--- src/rtl/aes_pkg.sv ---
`default_nettype none
// ============================================================================
//  Module      : aes_pkg
//  Description : Shared types, S-box table and GF(2^8) helpers for the
//                iterative AES encryption core.
//  Contents    : state_t (128-bit block), fsm_t (core FSM encoding),
//                SBOX, RK_ZERO, xtime, shift_rows_f, mix_columns_f.
//  Byte order  : byte0 = [127:120]; state s[r][c] = byte(4c+r).
//  Revision    : 1.0 - initial release
// ============================================================================
package aes_pkg;

   typedef logic [127:0] state_t;

   typedef enum logic [1:0] {
      S_IDLE  = 2'd0,
      S_ROUND = 2'd1,
      S_FINAL = 2'd2,
      S_DONE  = 2'd3
   } fsm_t;

   localparam state_t RK_ZERO = '0;

   localparam logic [7:0] SBOX [256] = '{
      8'h63, 8'h7c, 8'h77, 8'h7b, 8'hf2, 8'h6b, 8'h6f, 8'hc5, 8'h30, 8'h01, 8'h67, 8'h2b, 8'hfe, 8'hd7, 8'hab, 8'h76,
      8'hca, 8'h82, 8'hc9, 8'h7d, 8'hfa, 8'h59, 8'h47, 8'hf0, 8'had, 8'hd4, 8'ha2, 8'haf, 8'h9c, 8'ha4, 8'h72, 8'hc0,
      8'hb7, 8'hfd, 8'h93, 8'h26, 8'h36, 8'h3f, 8'hf7, 8'hcc, 8'h34, 8'ha5, 8'he5, 8'hf1, 8'h71, 8'hd8, 8'h31, 8'h15,
      8'h04, 8'hc7, 8'h23, 8'hc3, 8'h18, 8'h96, 8'h05, 8'h9a, 8'h07, 8'h12, 8'h80, 8'he2, 8'heb, 8'h27, 8'hb2, 8'h75,
      8'h09, 8'h83, 8'h2c, 8'h1a, 8'h1b, 8'h6e, 8'h5a, 8'ha0, 8'h52, 8'h3b, 8'hd6, 8'hb3, 8'h29, 8'he3, 8'h2f, 8'h84,
      8'h53, 8'hd1, 8'h00, 8'hed, 8'h20, 8'hfc, 8'hb1, 8'h5b, 8'h6a, 8'hcb, 8'hbe, 8'h39, 8'h4a, 8'h4c, 8'h58, 8'hcf,
      8'hd0, 8'hef, 8'haa, 8'hfb, 8'h43, 8'h4d, 8'h33, 8'h85, 8'h45, 8'hf9, 8'h02, 8'h7f, 8'h50, 8'h3c, 8'h9f, 8'ha8,
      8'h51, 8'ha3, 8'h40, 8'h8f, 8'h92, 8'h9d, 8'h38, 8'hf5, 8'hbc, 8'hb6, 8'hda, 8'h21, 8'h10, 8'hff, 8'hf3, 8'hd2,
      8'hcd, 8'h0c, 8'h13, 8'hec, 8'h5f, 8'h97, 8'h44, 8'h17, 8'hc4, 8'ha7, 8'h7e, 8'h3d, 8'h64, 8'h5d, 8'h19, 8'h73,
      8'h60, 8'h81, 8'h4f, 8'hdc, 8'h22, 8'h2a, 8'h90, 8'h88, 8'h46, 8'hee, 8'hb8, 8'h14, 8'hde, 8'h5e, 8'h0b, 8'hdb,
      8'he0, 8'h32, 8'h3a, 8'h0a, 8'h49, 8'h06, 8'h24, 8'h5c, 8'hc2, 8'hd3, 8'hac, 8'h62, 8'h91, 8'h95, 8'he4, 8'h79,
      8'he7, 8'hc8, 8'h37, 8'h6d, 8'h8d, 8'hd5, 8'h4e, 8'ha9, 8'h6c, 8'h56, 8'hf4, 8'hea, 8'h65, 8'h7a, 8'hae, 8'h08,
      8'hba, 8'h78, 8'h25, 8'h2e, 8'h1c, 8'ha6, 8'hb4, 8'hc6, 8'he8, 8'hdd, 8'h74, 8'h1f, 8'h4b, 8'hbd, 8'h8b, 8'h8a,
      8'h70, 8'h3e, 8'hb5, 8'h66, 8'h48, 8'h03, 8'hf6, 8'h0e, 8'h61, 8'h35, 8'h57, 8'hb9, 8'h86, 8'hc1, 8'h1d, 8'h9e,
      8'he1, 8'hf8, 8'h98, 8'h11, 8'h69, 8'hd9, 8'h8e, 8'h94, 8'h9b, 8'h1e, 8'h87, 8'he9, 8'hce, 8'h55, 8'h28, 8'hdf,
      8'h8c, 8'ha1, 8'h89, 8'h0d, 8'hbf, 8'he6, 8'h42, 8'h68, 8'h41, 8'h99, 8'h2d, 8'h0f, 8'hb0, 8'h54, 8'hbb, 8'h16
   };

   // Multiply by x in GF(2^8) modulo x^8+x^4+x^3+x+1.
   function automatic logic [7:0] xtime(input logic [7:0] b);
      return {b[6:0], 1'b0} ^ (b[7] ? 8'h1b : 8'h00);
   endfunction

   // Row r rotates left by r: out s[r][c] = in s[r][(c+r) mod 4].
   function automatic state_t shift_rows_f(input state_t s);
      state_t o;
      o = '0;
      for (int c = 0; c < 4; c++) begin
         for (int r = 0; r < 4; r++) begin
            o[127-8*(4*c+r) -: 8] = s[127-8*(4*((c+r)%4)+r) -: 8];
         end
      end
      return o;
   endfunction

   // Each column a0..a3 is multiplied by the circulant {02,03,01,01}.
   function automatic state_t mix_columns_f(input state_t s);
      state_t     o;
      logic [7:0] a0, a1, a2, a3;
      o = '0;
      for (int c = 0; c < 4; c++) begin
         a0 = s[127-32*c -: 8];
         a1 = s[119-32*c -: 8];
         a2 = s[111-32*c -: 8];
         a3 = s[103-32*c -: 8];
         o[127-32*c -: 8] = xtime(a0) ^ xtime(a1) ^ a1 ^ a2 ^ a3;
         o[119-32*c -: 8] = a0 ^ xtime(a1) ^ xtime(a2) ^ a2 ^ a3;
         o[111-32*c -: 8] = a0 ^ a1 ^ xtime(a2) ^ xtime(a3) ^ a3;
         o[103-32*c -: 8] = xtime(a0) ^ a0 ^ a1 ^ a2 ^ xtime(a3);
      end
      return o;
   endfunction

endpackage
`default_nettype wire

--- src/rtl/aes_enc_round.sv ---
`default_nettype none
// ============================================================================
//  Module      : aes_enc_round
//  Description : One combinational AES encryption round:
//                SubBytes -> ShiftRows -> [MixColumns] -> AddRoundKey.
//  Ports       : state_in    - current 128-bit state
//                round_key   - round key to add
//                final_round - high skips MixColumns
//                state_out   - next 128-bit state
//  Revision    : 1.0 - initial release
// ============================================================================
module aes_enc_round
   import aes_pkg::*;
(
   input  state_t state_in,
   input  state_t round_key,
   input  logic   final_round,
   output state_t state_out
);

   state_t sub_bytes;
   state_t shifted;
   state_t mixed;

   for (genvar i = 0; i < 16; i++) begin : g_sbox
      assign sub_bytes[127-8*i -: 8] = SBOX[state_in[127-8*i -: 8]];
   end

   assign shifted   = shift_rows_f(sub_bytes);
   assign mixed     = mix_columns_f(shifted);
   assign state_out = (final_round ? shifted : mixed) ^ round_key;

endmodule
`default_nettype wire

--- src/rtl/aes_enc_core.sv ---
`default_nettype none
// ============================================================================
//  Module      : aes_enc_core
//  Description : Iterative AES encryption engine, one round per clock.
//                Round keys come from an external key schedule by index.
//  Ports       : clk, n_rst (async, active-low)
//                i_valid/o_ready/i_data     - plaintext input handshake
//                o_rk_idx/i_rk_data          - round-key request/response
//                o_valid/i_ready/o_data      - ciphertext output handshake
//                o_busy                      - block in flight
//  Revision    : 1.0 - initial release
// ============================================================================
module aes_enc_core
   import aes_pkg::*;
#(
   parameter int NUM_ROUNDS = 10,
   parameter int RKIDX_W    = 4
)(
   input  logic               clk,
   input  logic               n_rst,
   input  logic               i_valid,
   output logic               o_ready,
   input  logic [127:0]       i_data,
   output logic [RKIDX_W-1:0] o_rk_idx,
   input  logic [127:0]       i_rk_data,
   output logic               o_valid,
   input  logic               i_ready,
   output logic [127:0]       o_data,
   output logic               o_busy
);

   localparam logic [RKIDX_W-1:0] RND_ONE   = RKIDX_W'(1);
   localparam logic [RKIDX_W-1:0] LAST_MAIN = RKIDX_W'(NUM_ROUNDS - 1);
   localparam logic [RKIDX_W-1:0] LAST_IDX  = RKIDX_W'(NUM_ROUNDS);

   fsm_t               fsm, fsm_nxt;
   logic [RKIDX_W-1:0] rnd, rnd_nxt;
   logic [RKIDX_W-1:0] rk_idx, rk_idx_nxt;
   state_t             state, state_nxt;
   state_t             round_out;

   aes_enc_round u_round (
      .state_in    (state),
      .round_key   (i_rk_data),
      .final_round (fsm == S_FINAL),
      .state_out   (round_out)
   );

   always_ff @(posedge clk or negedge n_rst) begin
      if (!n_rst) begin
         fsm    <= S_IDLE;
         rnd    <= '0;
         rk_idx <= '0;
         state  <= RK_ZERO;
      end else begin
         fsm    <= fsm_nxt;
         rnd    <= rnd_nxt;
         rk_idx <= rk_idx_nxt;
         state  <= state_nxt;
      end
   end

   // rk_idx is registered one step ahead so that the index presented in
   // each cycle is exactly the key that cycle's round consumes.
   always_comb begin
      fsm_nxt    = fsm;
      rnd_nxt    = rnd;
      rk_idx_nxt = rk_idx;
      state_nxt  = state;
      case (fsm)
         S_IDLE: begin
            if (i_valid) begin
               state_nxt = i_data ^ i_rk_data;
               rnd_nxt   = RND_ONE;
               if (NUM_ROUNDS == 1) begin
                  fsm_nxt    = S_FINAL;
                  rk_idx_nxt = LAST_IDX;
               end else begin
                  fsm_nxt    = S_ROUND;
                  rk_idx_nxt = RND_ONE;
               end
            end
         end
         S_ROUND: begin
            state_nxt = round_out;
            rnd_nxt   = rnd + RND_ONE;
            if (rnd == LAST_MAIN) begin
               fsm_nxt    = S_FINAL;
               rk_idx_nxt = LAST_IDX;
            end else begin
               rk_idx_nxt = rnd + RND_ONE;
            end
         end
         S_FINAL: begin
            state_nxt  = round_out;
            rnd_nxt    = '0;
            rk_idx_nxt = '0;
            fsm_nxt    = S_DONE;
         end
         S_DONE: begin
            if (i_ready) begin
               fsm_nxt = S_IDLE;
            end
         end
         default: begin
            fsm_nxt = S_IDLE;
         end
      endcase
   end

   assign o_ready  = (fsm == S_IDLE);
   assign o_valid  = (fsm == S_DONE);
   assign o_busy   = (fsm != S_IDLE);
   assign o_data   = state;
   assign o_rk_idx = rk_idx;

endmodule
`default_nettype wire

--- config.mk ---
export PLATFORM = sky130hd
export DESIGN_NAME = aes_enc_core
export DESIGN_NICKNAME = d
export VERILOG_FILES = /design/src/rtl/aes_pkg.sv /design/src/rtl/aes_enc_round.sv /design/src/rtl/aes_enc_core.sv
export SDC_FILE = /design/constraint.sdc
export NUM_CORES = 2
export LEC_CHECK = 0
export CAP_MARGIN = 20
export CORE_MARGIN = 4
export CORE_UTILIZATION = 28
export DETAILED_ROUTE_END_ITERATION = 7
export PLACE_DENSITY_LB_ADDON = 0.1
export SLEW_MARGIN = 40
export SYNTH_ARGS = -nofsm -noshare
export SYNTH_HDL_FRONTEND = slang
export SYNTH_SLANG_ARGS = --single-unit
--- constraint.sdc ---
create_clock -name clk -period 4.4 [get_ports clk]
set_input_delay 0.88 -clock clk [delete_from_list [all_inputs] [get_ports clk]]
set_output_delay 0.88 -clock clk [all_outputs]
set_load 0.05 [all_outputs]
**Cell classes on the final placement**

Fill, decap, tap and diode cells in grey.
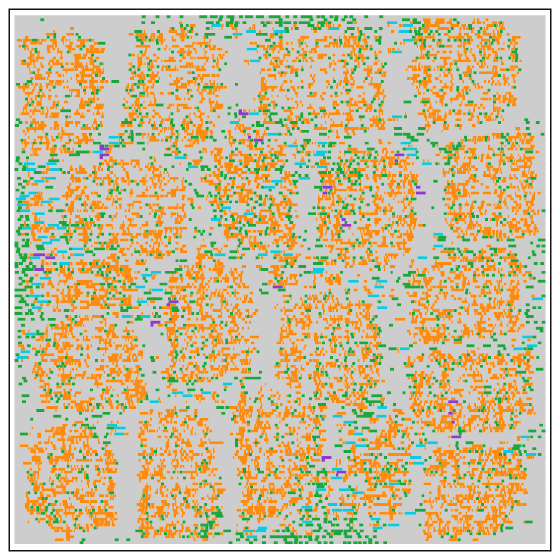
Key: orange = combinational and other logic [cells 8548, share of their area 72%]; purple = clock drivers and dummy loads [cells 32, share of their area 0.68%]; cyan = flops [cells 138, share of their area 4.3%]; green = other buffers and delay cells [cells 2235, share of their area 23%]
Core Region: 0.2408 mm2
sequential share of cell area: 0.04066
Rows: 180
final core utilization: 0.3718

**Cell outlines without signal wires**

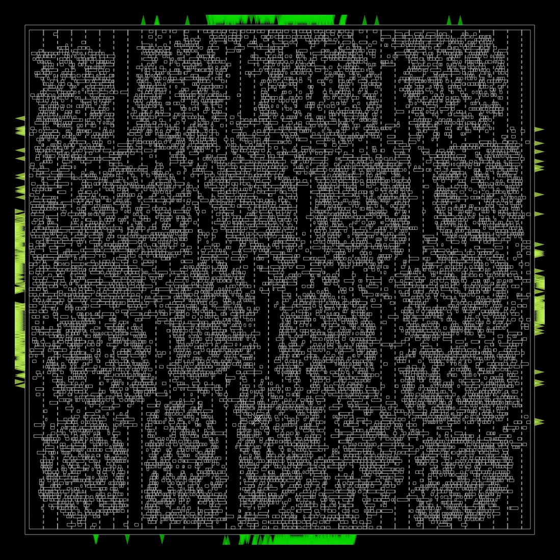
Tapcells: 3185
Cell Count, Final, Fillers Out: 14161
Flops: 138
number of fill cells: 25555

## worst min path at each step
stage | slack, ns | cells past startpoint | end
floorplan | 0.49 | 1 | rnd[3]$_DFFE_PN0P_
global placement | 0.49 | 2 | o_rk_idx[0]$_DFFE_PN0P_
detailed placement | 0.49 | 2 | o_rk_idx[0]$_DFFE_PN0P_
CTS | 0.27 | 1 | o_data[119]$_DFFE_PN0P_
global route | 0.30 | 1 | o_data[119]$_DFFE_PN0P_
finish | 0.26 | 1 | o_data[119]$_DFFE_PN0P_
## Yosys cell counts, types with 76 or more instances
master      n
o211ai_1  209
buf_2     369
and2_1    103
mux4_2    194
mux2i_1   112
clkbuf_1  684
buf_1     121
nand2_1   809
a21oi_1   737
nand2b_1  367
inv_1     165
xor2_1    166
a31oi_1   220
nor2b_1   337
o31ai_1    96
xnor2_1   211
or2_2      99
xnor3_1    78
o311ai_0  164
a211oi_1  171
nor2_1    721
o221ai_1   76
nand3_1   340
a221oi_1  138
nor3_1    301
ha_1      234
o21ai_0   750
dfrtp_1   138
a311oi_1  171
## final cells by class
cell class                      instances  area (um2)  area share
Timing Repair Buffer                 2235       19990      0.2233
Antenna cell                           23       57.56   0.0006430
Sequential cell                       138        3640     0.04066
Tap cell                             3185        3985     0.04452
Clock inverter                         14       153.9    0.001719
Inverter                              196       770.7    0.008611
Clock buffer                           18       429.2    0.004795
Multi-Input combinational cell       8352       60480      0.6757
## what timing repair did
item / CTS / global route
pin swaps: 18 / 61
hold endpoints to repair: 0 / 0
endpoints found under the setup margin: 61 / 97
buffers inserted: 5 / 36
resized: 112 / 329
==> out/qor.yml <==
status: "complete, but fails checks"
failed_checks: "DRC"
top_layer_used: "met5"
ff2ff_path_depth: 17
clockBufferDepth: 2
cts_tree: "yes"
whs_ns: 0.2589
clk_root_buffer_cell: "clkbuf_16"
grt_max_degree: 88
slew_headroom: 0.4264
path_depth: 17
hold_viol_final: 0
design_area_mm2: 0.08951
finalSetupTns_ns: 0
ff_type: "dfrtp_1"
syn_nets: 10381
wl_per_cell_um: 33.74
holdBufCountCts: 0
ys_cells: 9887
grt-ovfl-total: 0
fin_crit_ns: 4.397
antenna_found_initial: 45
fa_ha_area_frac: 0.04335
yosysTopAreaCell: "mux4_2"
use_met3: 0.06045
top_area_frac: 0.06448
route.met2.wl_mm: 207.6
wl_met1_mm: 191.9
routed_wirelength_mm: 477.8
final_nets: 11434
ys_types: 115
warning_count: 229
top_logic_kind: "AND-OR/OR-AND gates"
critPathArrivalTime_ns: 4.86
postSynthAreaPerCell_um2: 6.854
ys_seq_frac: 0.05096
fp.dieW_um: 500.0
worstReg2RegEnd: "o_data[49]$_DFFE_PN0P_"
placed_cells: 14065
numSynthFlops: 138
layout-drive-gt1-share: 0.2512
grt_pass1_wl_mm: 676.5
clkLatencyLatePin_ns: 0.60
worst-r2r-setup-slack_ns: 0.003
post_dp_cell_area_mm2: 0.08662
path_buffers: 5
layout_top_cells: "buf_4 (1645), nand2_1 (802), a21oi_1 (731), o21ai_0 (727), nor2_1 (706)"
synth_area_mm2: 0.06776
first_pass_iters: 8
grt_pass1_vias: 88308
initial_core_util: 0.2815
setup_viol: 0
cap_violations: 0
pre_cts_ws_ns: -0.4250
drtAntennaViolNets: 0
max_stage_delay_ns: 0.54
grtUsageTotal: 0.3618
grt_setup_unrepaired: "yes"
cp_max_fo: 10
ioPinCount: 395
ys_warn_count: 0
mux_area_frac: 0.09053
worstMarginPinSlew_ns: 0.8578
skew_ns: 0.03075
slowest_stage: "a222oi_1"
postSynth.asyncResetShare: 1.000
period_used_share: 0.9994
vias: 93428
drv_slew: 0
worst_slack_ns: 0.002506
largest_reg_flops: 128
synthSimpleGateAreaFrac: 0.2617
chip_area_mm2: 0.2500
synthTopCellsByArea: "mux4_2 (6.4%), o21ai_0 (5.5%), a21oi_1 (5.4%)"
r2r-start: "o_data[104]$_DFFE_PN0P_"
portBuffers: 394
synth-edff-count: 0
path_delay_family: "AND-OR/OR-AND gates"
ys_chip_area_mm2: 0.06776
fmax_mhz: 227.4
gr-usage-met1: 0.4805
fp.dieH_um: 500.0
crit_start: "o_data[104]$_DFFE_PN0P_"
compound_area_frac: 0.3875
required_ns: 4.86
crit_end: "o_data[49]$_DFFE_PN0P_"
vias_per_cell: 6.598
gp_congestion: 1.039
path_common_cell: "buf_4"
dp_hpwl_mm: 367.0
criticalPathCategory: "reg -> reg"
drc_errors: 1
lay_top_count: "buf_4"
hp-class: "in -> async"
clock-sinks: 138
ys_sh_xor: 0.08017
cts.htree.levels: 4
clkTransAtPathRegs_ns: 0.10
met3WireLength_mm: 45.31
grt.busiest_layer: "met2"
cts_made_buffers: 17
dr.first_iter.drc_count: 14474
crit_path_end_kind: "flop"
crit_chain: "clkinvlp_4 -> ha_4 -> buf_4 -> buf_4 -> or2_2 -> a21oi_1 -> o31ai_1 -> o211ai_1 -> a222oi_1 -> buf_4 -> xnor2_4 -> xnor2_2 -> xnor3_2 -> a221oi_4 -> buf_4 -> xor2_2 -> a21oi_1"
area_growth_pct: 32.09
grtUsageMet2: 0.5543
start_kind: "flop"
syn_inst: 9887
